## config.mk

```make
export PLATFORM = sky130hd
export DESIGN_NAME = mem_arb
export DESIGN_NICKNAME = d
export VERILOG_FILES = /design/src/rtl/mem_arb.sv
export SDC_FILE = /design/constraint.sdc
export NUM_CORES = 1
export LEC_CHECK = 0
export ABC_AREA = 1
export CAP_MARGIN = 20
export CELL_PAD_IN_SITES_DETAIL_PLACEMENT = 0
export CELL_PAD_IN_SITES_GLOBAL_PLACEMENT = 1
export CORE_MARGIN = 3
export CORE_UTILIZATION = 28
export DETAILED_ROUTE_END_ITERATION = 12
export GPL_TIMING_DRIVEN = 0
export PLACE_DENSITY = 0.83
export SYNTH_ARGS = -nofsm -noshare
export SYNTH_HDL_FRONTEND = slang
export SYNTH_SLANG_ARGS = --single-unit
```

## constraint.sdc

```tcl
create_clock -name clk -period 1.9 [get_ports clk]
set_input_delay 0.57 -clock clk [delete_from_list [all_inputs] [get_ports clk]]
set_output_delay 0.57 -clock clk [all_outputs]
set_load 0.005 [all_outputs]
```

## src/rtl/mem_arb.sv

```systemverilog
// rtl/mem_arb.sv - single-port memory arbiter for fetch and load/store paths
// Round-robin grant, fixed-latency access sequencing, registered read data and acks.
module mem_arb #(
  parameter int unsigned MEM_LAT = 2,
  parameter int unsigned AW      = 16,
  parameter int unsigned DW      = 32
) (
  input  logic          clk,
  input  logic          rst_f,
  input  logic          f_req,
  input  logic [AW-1:0] f_addr,
  output logic          f_ack,
  output logic [DW-1:0] f_rdata,
  input  logic          d_req,
  input  logic          d_we,
  input  logic [AW-1:0] d_addr,
  input  logic [DW-1:0] d_wdata,
  output logic          d_ack,
  output logic [DW-1:0] d_rdata,
  output logic          mem_en,
  output logic          mem_we,
  output logic [AW-1:0] mem_addr,
  output logic [DW-1:0] mem_wdata,
  input  logic [DW-1:0] mem_rdata,
  output logic          busy
);

  typedef enum logic [1:0] {IDLE, ACCESS, RESP} state_t;

  localparam logic       OWN_F    = 1'b0;
  localparam logic       OWN_D    = 1'b1;
  localparam logic [3:0] LAT_INIT = 4'(MEM_LAT - 1);

  state_t          state_q, state_d;
  logic            owner_q, owner_d;
  logic            last_q, last_d;
  logic [3:0]      lat_cnt_q, lat_cnt_d;
  logic            mem_en_q, mem_en_d;
  logic            mem_we_q, mem_we_d;
  logic [AW-1:0]   mem_addr_q, mem_addr_d;
  logic [DW-1:0]   mem_wdata_q, mem_wdata_d;
  logic [DW-1:0]   f_rdata_q, f_rdata_d;
  logic [DW-1:0]   d_rdata_q, d_rdata_d;
  logic            f_ack_q, f_ack_d;
  logic            d_ack_q, d_ack_d;
  logic            busy_q, busy_d;
  logic            grant_data;

  always_comb begin
    state_d     = state_q;
    owner_d     = owner_q;
    last_d      = last_q;
    lat_cnt_d   = lat_cnt_q;
    mem_en_d    = mem_en_q;
    mem_we_d    = mem_we_q;
    mem_addr_d  = mem_addr_q;
    mem_wdata_d = mem_wdata_q;
    f_rdata_d   = f_rdata_q;
    d_rdata_d   = d_rdata_q;
    f_ack_d     = 1'b0;
    d_ack_d     = 1'b0;
    // On a tie the requester that was not served last wins.
    grant_data  = d_req && (!f_req || (last_q == OWN_F));

    case (state_q)
      IDLE: begin
        if (f_req || d_req) begin
          owner_d     = grant_data ? OWN_D : OWN_F;
          last_d      = grant_data ? OWN_D : OWN_F;
          mem_addr_d  = grant_data ? d_addr : f_addr;
          mem_wdata_d = grant_data ? d_wdata : '0;
          mem_we_d    = grant_data && d_we;
          mem_en_d    = 1'b1;
          lat_cnt_d   = LAT_INIT;
          state_d     = ACCESS;
        end
      end
      ACCESS: begin
        if (lat_cnt_q == 4'd0) begin
          if (owner_q == OWN_F) begin
            f_rdata_d = mem_rdata;
            f_ack_d   = 1'b1;
          end else begin
            if (!mem_we_q) d_rdata_d = mem_rdata;
            d_ack_d = 1'b1;
          end
          mem_en_d = 1'b0;
          mem_we_d = 1'b0;
          state_d  = RESP;
        end else begin
          lat_cnt_d = lat_cnt_q - 4'd1;
        end
      end
      RESP:    state_d = IDLE;
      default: state_d = IDLE;
    endcase

    busy_d = (state_d != IDLE);
  end

  always_ff @(posedge clk) begin
    if (rst_f) begin
      state_q     <= IDLE;
      owner_q     <= OWN_F;
      last_q      <= OWN_F;
      lat_cnt_q   <= 4'd0;
      mem_en_q    <= 1'b0;
      mem_we_q    <= 1'b0;
      mem_addr_q  <= '0;
      mem_wdata_q <= '0;
      f_rdata_q   <= '0;
      d_rdata_q   <= '0;
      f_ack_q     <= 1'b0;
      d_ack_q     <= 1'b0;
      busy_q      <= 1'b0;
    end else begin
      state_q     <= state_d;
      owner_q     <= owner_d;
      last_q      <= last_d;
      lat_cnt_q   <= lat_cnt_d;
      mem_en_q    <= mem_en_d;
      mem_we_q    <= mem_we_d;
      mem_addr_q  <= mem_addr_d;
      mem_wdata_q <= mem_wdata_d;
      f_rdata_q   <= f_rdata_d;
      d_rdata_q   <= d_rdata_d;
      f_ack_q     <= f_ack_d;
      d_ack_q     <= d_ack_d;
      busy_q      <= busy_d;
    end
  end

  assign f_ack     = f_ack_q;
  assign d_ack     = d_ack_q;
  assign f_rdata   = f_rdata_q;
  assign d_rdata   = d_rdata_q;
  assign mem_en    = mem_en_q;
  assign mem_we    = mem_we_q;
  assign mem_addr  = mem_addr_q;
  assign mem_wdata = mem_wdata_q;
  assign busy      = busy_q;

endmodule

```

### Floorplan with the power grid, run 1

Pins as bars on the die edge. Tap cells in gray.
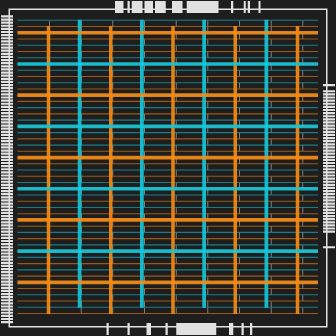
net	color
VDD	cyan
VSS	orange
rows	47
met1 rails	48
signal pins	218

### Placement by cell class, run 1

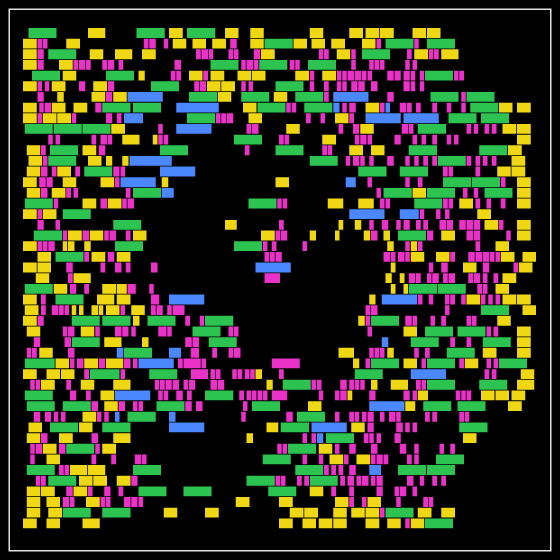
class	color	cells	share of their area
remaining buffers and delay cells	yellow	259	32%
combinational and other logic	magenta	510	28%
sequential cells	green	124	33%
clock drivers and dummy loads	blue	32	7.6%

### Clock network drawn from the DEF, run 1

Scale bar: 50 um.
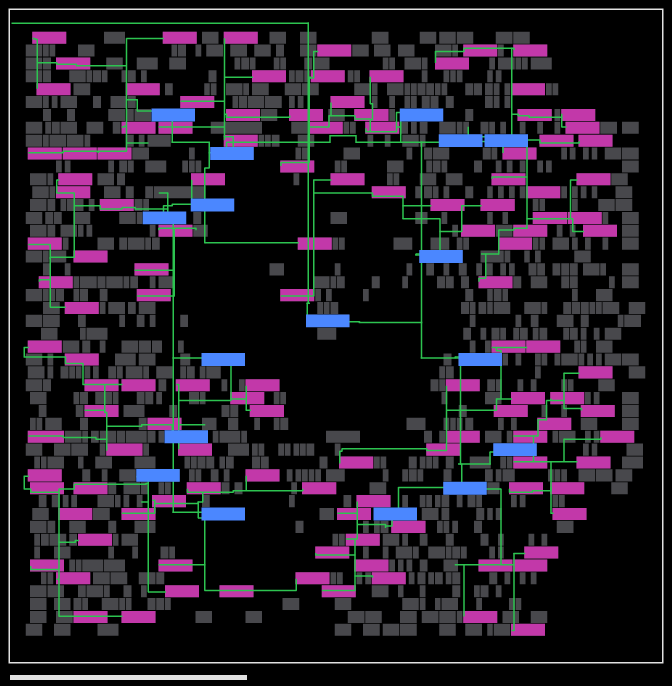
[clock drivers] blue | count: 17
[clock wires] green | length: 1,780 um
[flip-flops] magenta | count: 124
flops lie	spread over the die

### Routed metal, one color a layer, run 1

Scale bar: 50 um.
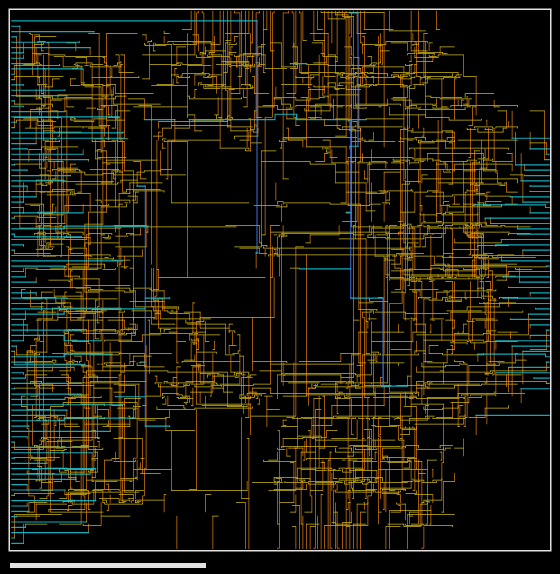
layer	color	wire length
metal 4	blue	222 um
metal 3	cyan	1,720 um
metal 1	yellow	6,690 um
metal 2	orange	6,980 um

==> impl_metrics.toml, run 1 <==
# implementation run metrics
[cells_and_area]
syn2layout_area_growth_pct = 62.9
most-common-layout-cells = "clkdlybuf4s50_1 (199), nand2_1 (159), nor2_1 (155)"
nFillCells = 1710
layout_top_cell = "clkdlybuf4s50_1"
final_core_util = 0.472
fin_area_mm2 = 0.00792
drive_gt1_frac = 0.0811
diodes = 0
fin_nets = 1015
final_cells = 1145

[floorplanning]
chipWidth_um = 138
rows = 47
die_area_mm2 = 0.0190
io-pin-count = 218
core_area_mm2 = 0.0168
die_y_um = 138
fp_util = 0.290

[setup_path]
worst_path_max_delay_cell = "clkdlybuf4s50_1"
cp_top_family = "buffers and inverters"
cp-start-kind = "register"
crit_path_max_incr_delay_ps = 520
worstPathCellList = "clkdlybuf4s50_1"
timing.critical_path.buf_inv = 1
cp-end-kind = "primary output"
worstPathRequired_ps = 1330
critical_path_class = "reg2out"
worst_ep_arrival_time_ps = 1280
cp_max_fo = 2

[placed_design]
dp_cells = 1113
gp_congestion = 0.786
dpl_cell_area_mm2 = 0.00730
dp_hpwl_um = 12000
port_buffers = 216
dp_slack_ps = -323

[yosys]
synthesis.area_mm2 = 0.00486
syn_area_per_cell_um2 = 7.18
top_area_cell = "dfxtp_1"
yosys_cells = 677
syn_inst = 677
synth_flops = 124
yosysWarnings = 0
fp_nets = 780
yosysUniqueCellTypes = 23
synth_top_area_share = 0.511
synthTopCellsByArea = "dfxtp_1 (51%), nand2_1 (12%), nor2_1 (12%)"
ys_seq_share = 0.511
yosys.stat.chipArea_mm2 = 0.00486

[sta]
worst_pin_slew_ps = 469
hold_viol_final = 0
rsz0062_at_grt = "no"
fin_skew_ps = 10.7
fmax_mhz = 542
finalWorstSetupSlack_ps = 54.8
period_used_share = 0.971
maxSlewHeadroom = 0.688
slew_violations = 0
holdWs_ps = 449
period_minus_slack_ps = 1850
fin_tns_setup_ps = 0
finalSetupViolations = 0

[power]
seqPwrFrac = 0.385
combPwrFrac = 0.213
total_power_mw = 7.86
peakVddDrop_mv = 0.548
leakage_nw = 3.66
power_density_mw_per_mm2 = 993
switching_power_mw = 2.13
swShare = 0.271
clkPwrFrac = 0.402
cell_internal_pwr_mw = 5.73

[detailed_routing]
drtAntennaViolNets = 0
highest_layer = "met4"
drc = 0
drt_iter0_markers = 211
wl_met1_um = 6690
wl_met2_um = 6980
wl_per_cell_um = 13.6
vias = 4900
wl_um = 15600
wl_met3_um = 1720
viasPerCell = 4.28
drtPass1Iterations = 6

[cts]
cts_resized = 3
postCtsSetupRepairBufs = 0
clkLatencyLatePin_ps = 420
clk_pin_slew_ps = 60
cts_max_level = 4
clockBufferDepth = 2
cts_buffers = 17
clock-sinks = 124
cts_root_buffer = "clkbuf_16"
cts_tree = "done"
hold_buffers = 0

[global_route]
grt_pass1_wl_um = 23800
grtUsageTotal = 0.163
grt_max_degree = 17
grt_pass1_vias = 4740
overflow = 0
antenna_found_initial = 0

[run]
tool_warnings = 27
drv_cap = 0

[min_path]
hold_class = "reg2reg"

[run_status]
status = "finished clean"
[run 1: synthesized netlist by cell type]
master,count
a21oi_1,6
buf_1,6
buf_2,25
buf_4,2
buf_6,3
clkbuf_1,6
clkbuf_2,1
dfxtp_1,124
ha_1,2
inv_1,40
inv_2,4
nand2_1,159
nand2_2,1
nand3_1,100
nor2_1,155
nor2_2,2
nor2_4,2
nor2_8,1
nor3_1,3
o21ai_0,26
o21ai_1,7
o21ai_2,1
or2_2,1
[run 1: kinds of logic after synthesis]
family                     after synthesis  share of synthesized area
and+or+nand+nor                        424                      0.362
AOI/OAI and AO/OA                       40                     0.0419
adders and majority gates                2                    0.00515
DFF                                    124                      0.511
buffers and inverters                   87                     0.0800
[run 1: cell type report]
cell class | instances | area, um^2 | area share
multi-input combinational | 466 | 1990 | 0.251
sequential | 124 | 2480 | 0.314
timing repair buffer | 216 | 2200 | 0.277
inverter | 44 | 165 | 0.0209
buffer | 43 | 226 | 0.0286
clock inverter | 11 | 119 | 0.0150
clock buffer | 21 | 460 | 0.0581
tap | 220 | 275 | 0.0348
[run 1: flip-flops by register name (all words and copies together), names as in the netlist]
| register | count |
|---|---|
| mem_en | 1 |
| busy | 1 |
| lat_cnt_q | 4 |
| f_rdata | 32 |
| f_ack | 1 |
| last_q | 1 |
| mem_wdata | 32 |
| d_rdata | 32 |
| mem_addr | 16 |
| mem_we | 1 |
| state_q | 2 |
| d_ack | 1 |
[run 1: final timing paths]
kind / start / to / slack, ps / cells after the start
setup / recovery: mem_addr[12]$_SDFFE_PP0P_ / mem_addr[12] / 50 / 1
hold / removal: mem_wdata[23]$_SDFFE_PP0P_ / mem_wdata[23]$_SDFFE_PP0P_ / 450 / 2
setup reg to reg: lat_cnt_q[0]$_SDFFE_PP0P_ / f_rdata[30]$_SDFFE_PP0P_ / 290 / 9
hold reg to reg: mem_wdata[23]$_SDFFE_PP0P_ / mem_wdata[23]$_SDFFE_PP0P_ / 450 / 2
[run 1: power by group through the flow]
stage                     Sequential, mW  Combinational, mW  Clock [mW]
final                               3.03               1.67        3.16
after CTS                           3.03               1.71        3.25
after floorplan                     3.09              0.740           0
after global placement              3.08               1.71           0
after detailed placement            3.08               1.71           0
after global routing                3.07               1.87        3.35
[run 1: layer usage]
layer / track usage / up-vias
met5: 0 / -
met4: 0.0549 / 0
met3: 0.0814 / 15
met2: 0.258 / 168
met1: 0.192 / 2132
li1: - / 2585
### Routing congestion map, run 1

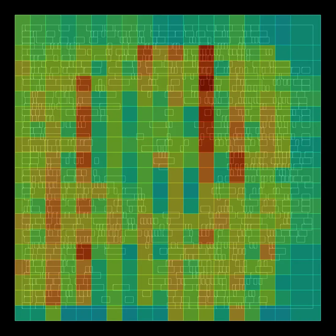

==> run 2, diff against run 1 <==
--- a/config.mk
+++ b/config.mk
@@ -10,10 +10,11 @@
 export CELL_PAD_IN_SITES_DETAIL_PLACEMENT = 0
 export CELL_PAD_IN_SITES_GLOBAL_PLACEMENT = 1
 export CORE_MARGIN = 3
-export CORE_UTILIZATION = 28
+export CORE_UTILIZATION = 26
+export CTS_CLUSTER_SIZE = 20
 export DETAILED_ROUTE_END_ITERATION = 12
 export GPL_TIMING_DRIVEN = 0
-export PLACE_DENSITY = 0.83
+export PLACE_DENSITY = 0.81
 export SYNTH_ARGS = -nofsm -noshare
 export SYNTH_HDL_FRONTEND = slang
 export SYNTH_SLANG_ARGS = --single-unit
==> constraint.sdc (replaced) <==
create_clock -name clk -period 1.6 [get_ports clk]
set_input_delay 0.48 -clock clk [delete_from_list [all_inputs] [get_ports clk]]
set_output_delay 0.48 -clock clk [all_outputs]
set_load 0.005 [all_outputs]
### Routing congestion map, run 2

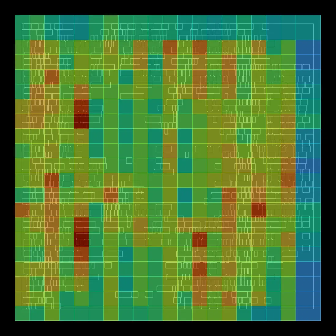
fin util: 0.446
global routing usage on met3: 0.0707

==> impl_metrics.toml, run 2 <==
# implementation run metrics
[setup_path]
cp-end-kind = "register"
cp_max_fo = 10
critical_path_class = "in2reg"
cp-start-kind = "primary input"
worst_ep_arrival_time_ps = 1870
r2r_slack_ps = 100
worstPathRequired_ps = 1950

[detailed_routing]
drc = 0
drtAntennaViolNets = 0
wl_um = 16000
wl_per_cell_um = 13.8
drtPass1Iterations = 4
viasPerCell = 4.26
drt_iter0_markers = 190
vias = 4963

[cells_and_area]
final_cells = 1165
diodes = 0
layout_top_cell = "nand2_1"
drive_gt1_frac = 0.114
most-common-layout-cells = "nand2_1 (158), nor2_1 (154), dlygate4sd2_1 (117)"
fin_nets = 1026
fin_area_mm2 = 0.00810
syn2layout_area_growth_pct = 66.6

[cts]
hold_buffers = 0
cts_buffers = 17
cts_root_buffer = "clkbuf_16"
clkLatencyLatePin_ps = 410
clock-sinks = 124
cts_tree = "done"
cts_max_level = 4
clockBufferDepth = 2
clk_pin_slew_ps = 50

[placed_design]
dpl_cell_area_mm2 = 0.00731
dp_slack_ps = -492
gp_congestion = 0.782
dp_hpwl_um = 12000
port_buffers = 216
dp_cells = 1122

[global_route]
grt_pass1_vias = 4759
grt_pass1_wl_um = 24400
grt.busiest_layer = "met2"
antenna_found_initial = 0
grtUsageMet2 = 0.244
grtUsageTotal = 0.153
overflow = 0
use_met1 = 0.184
grt_max_degree = 20

[yosys]
yosysMostFrequentCell = "nand2_1"
synthesis.area_mm2 = 0.00486
dominantRegCellSynth = "dfxtp_1"
xor_share = 0
synth_top_area_share = 0.511
synthTopCellsByArea = "dfxtp_1 (51%), nand2_1 (12%), nor2_1 (12%)"
edf_count = 0
simple_gate_area_frac = 0.362
ys_seq_share = 0.511
aoi_share = 0.0419
adder_share = 0.00515
async_flop_share = 0
syn_area_per_cell_um2 = 7.18
synth_flops = 124
syn_inst = 677
yosys_cells = 677
fp_nets = 780
logic_family = "simple AND/OR/NAND/NOR gates"
top_cells_by_count = "nand2_1 (159), nor2_1 (155), dfxtp_1 (124)"
yosysUniqueCellTypes = 23
top_area_cell = "dfxtp_1"
ys_sh_mux = 0
yosysWarnings = 0
yosys.stat.chipArea_mm2 = 0.00486

[sta]
slew_violations = 0
finalWorstSetupSlack_ps = 84.2
worst_pin_slew_ps = 470
fin_skew_ps = 10.7
finalSetupViolations = 0
hold_viol_final = 0
fmax_mhz = 660
rsz0062_at_grt = "yes"
period_used_share = 0.947
period_minus_slack_ps = 1520
maxSlewHeadroom = 0.687

[power]
peakVddDrop_mv = 0.703
power_density_mw_per_mm2 = 1220
leakage_nw = 4.06

[floorplanning]
die_area_mm2 = 0.0204
rows = 49
core_area_mm2 = 0.0181
chipWidth_um = 143
fp_util = 0.268
io-pin-count = 218
die_y_um = 143

[run]
tool_warnings = 29
drv_cap = 0

[run_status]
status = "finished clean"

[min_path]
hold_class = "in2reg"
### Placement by cell class, run 2

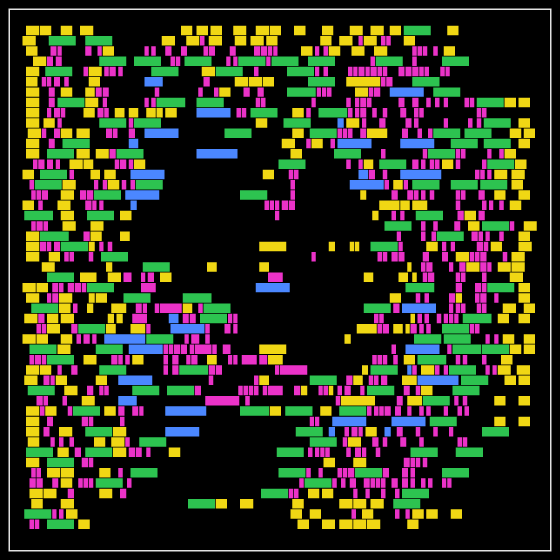
class	color	cells	share of their area
sequential cells	green	124	32%
combinational and other logic	magenta	510	28%
clock drivers and dummy loads	blue	32	8.3%
remaining buffers and delay cells	yellow	270	32%

run 2: stage by stage:
stage / TNS (ps) / power [mW] / hold WS (ps) / utilization
after floorplan: 0 / 4.55 / 447 / -
after global placement: -25960 / 5.69 / 436 / 0.403
after detailed placement: -26550 / 5.69 / 440 / 0.403
after CTS: -350 / 9.81 / 395 / 0.432
after global routing: -23.0 / 10.4 / 421 / 0.446
final: 0 / 9.85 / 423 / 0.446
run 2: timing repair:
| item | in CTS | in global routing |
|---|---|---|
| resized | 134 | 49 |
| pin swaps | 0 | 3 |
| buffers inserted | 0 | 9 |
| cloned | 0 | 3 |
| setup endpoints to repair | 219 | 109 |
run 2: routing by layer:
metal,vias up,share of wire
li1,2613,-
met1,2158,0.43
met2,184,0.45
met3,8,0.10
met4,0,0.0085
met5,-,0
run 2: cell type report:
cell class                      instances  area, um^2
Tap cell                              229         287
Multi-Input combinational cell        466        2030
Clock buffer                           20         457
Fill cell                            1892       10000
Timing Repair Buffer                  228        2170
Buffer                                 42         302
Inverter                               44         168
Sequential cell                       124        2500
Clock inverter                         12         193
run 2: cell families (layout without fill, tap and decap cells):
family,after synthesis,in the layout
adder cells (fa/ha/maj),2,2
buffers and inverters,87,346
flip-flops,124,124
AND/OR/NAND/NOR,424,424
AND-OR/OR-AND,40,40
run 2: where the power goes:
group,internal (mW),switching (mW)
clock,2.84,1.42
combinational,0.987,1.01
sequential,3.43,0.175
run 2: final timing paths:
kind / from / endpoint / cells after the start
setup reg to reg: lat_cnt_q[0]$_SDFFE_PP0P_ / d_rdata[14]$_SDFFE_PP0P_ / 10
hold reg to reg: mem_wdata[6]$_SDFFE_PP0P_ / mem_wdata[6]$_SDFFE_PP0P_ / 2
setup / recovery: f_req / mem_wdata[2]$_SDFFE_PP0P_ / 7
hold / removal: rst_f / state_q[1]$_SDFF_PP0_ / 2
run 2: worst max-delay path, stage by stage:
cell	delay, ps
clkdlybuf4s50_1	490
o21ai_4	240
inv_1	100
nor2_4	210
buf_4	210
nand2_1	60
nand2_1	60
No activity file was given, so power comes from the tool's default toggle rates.
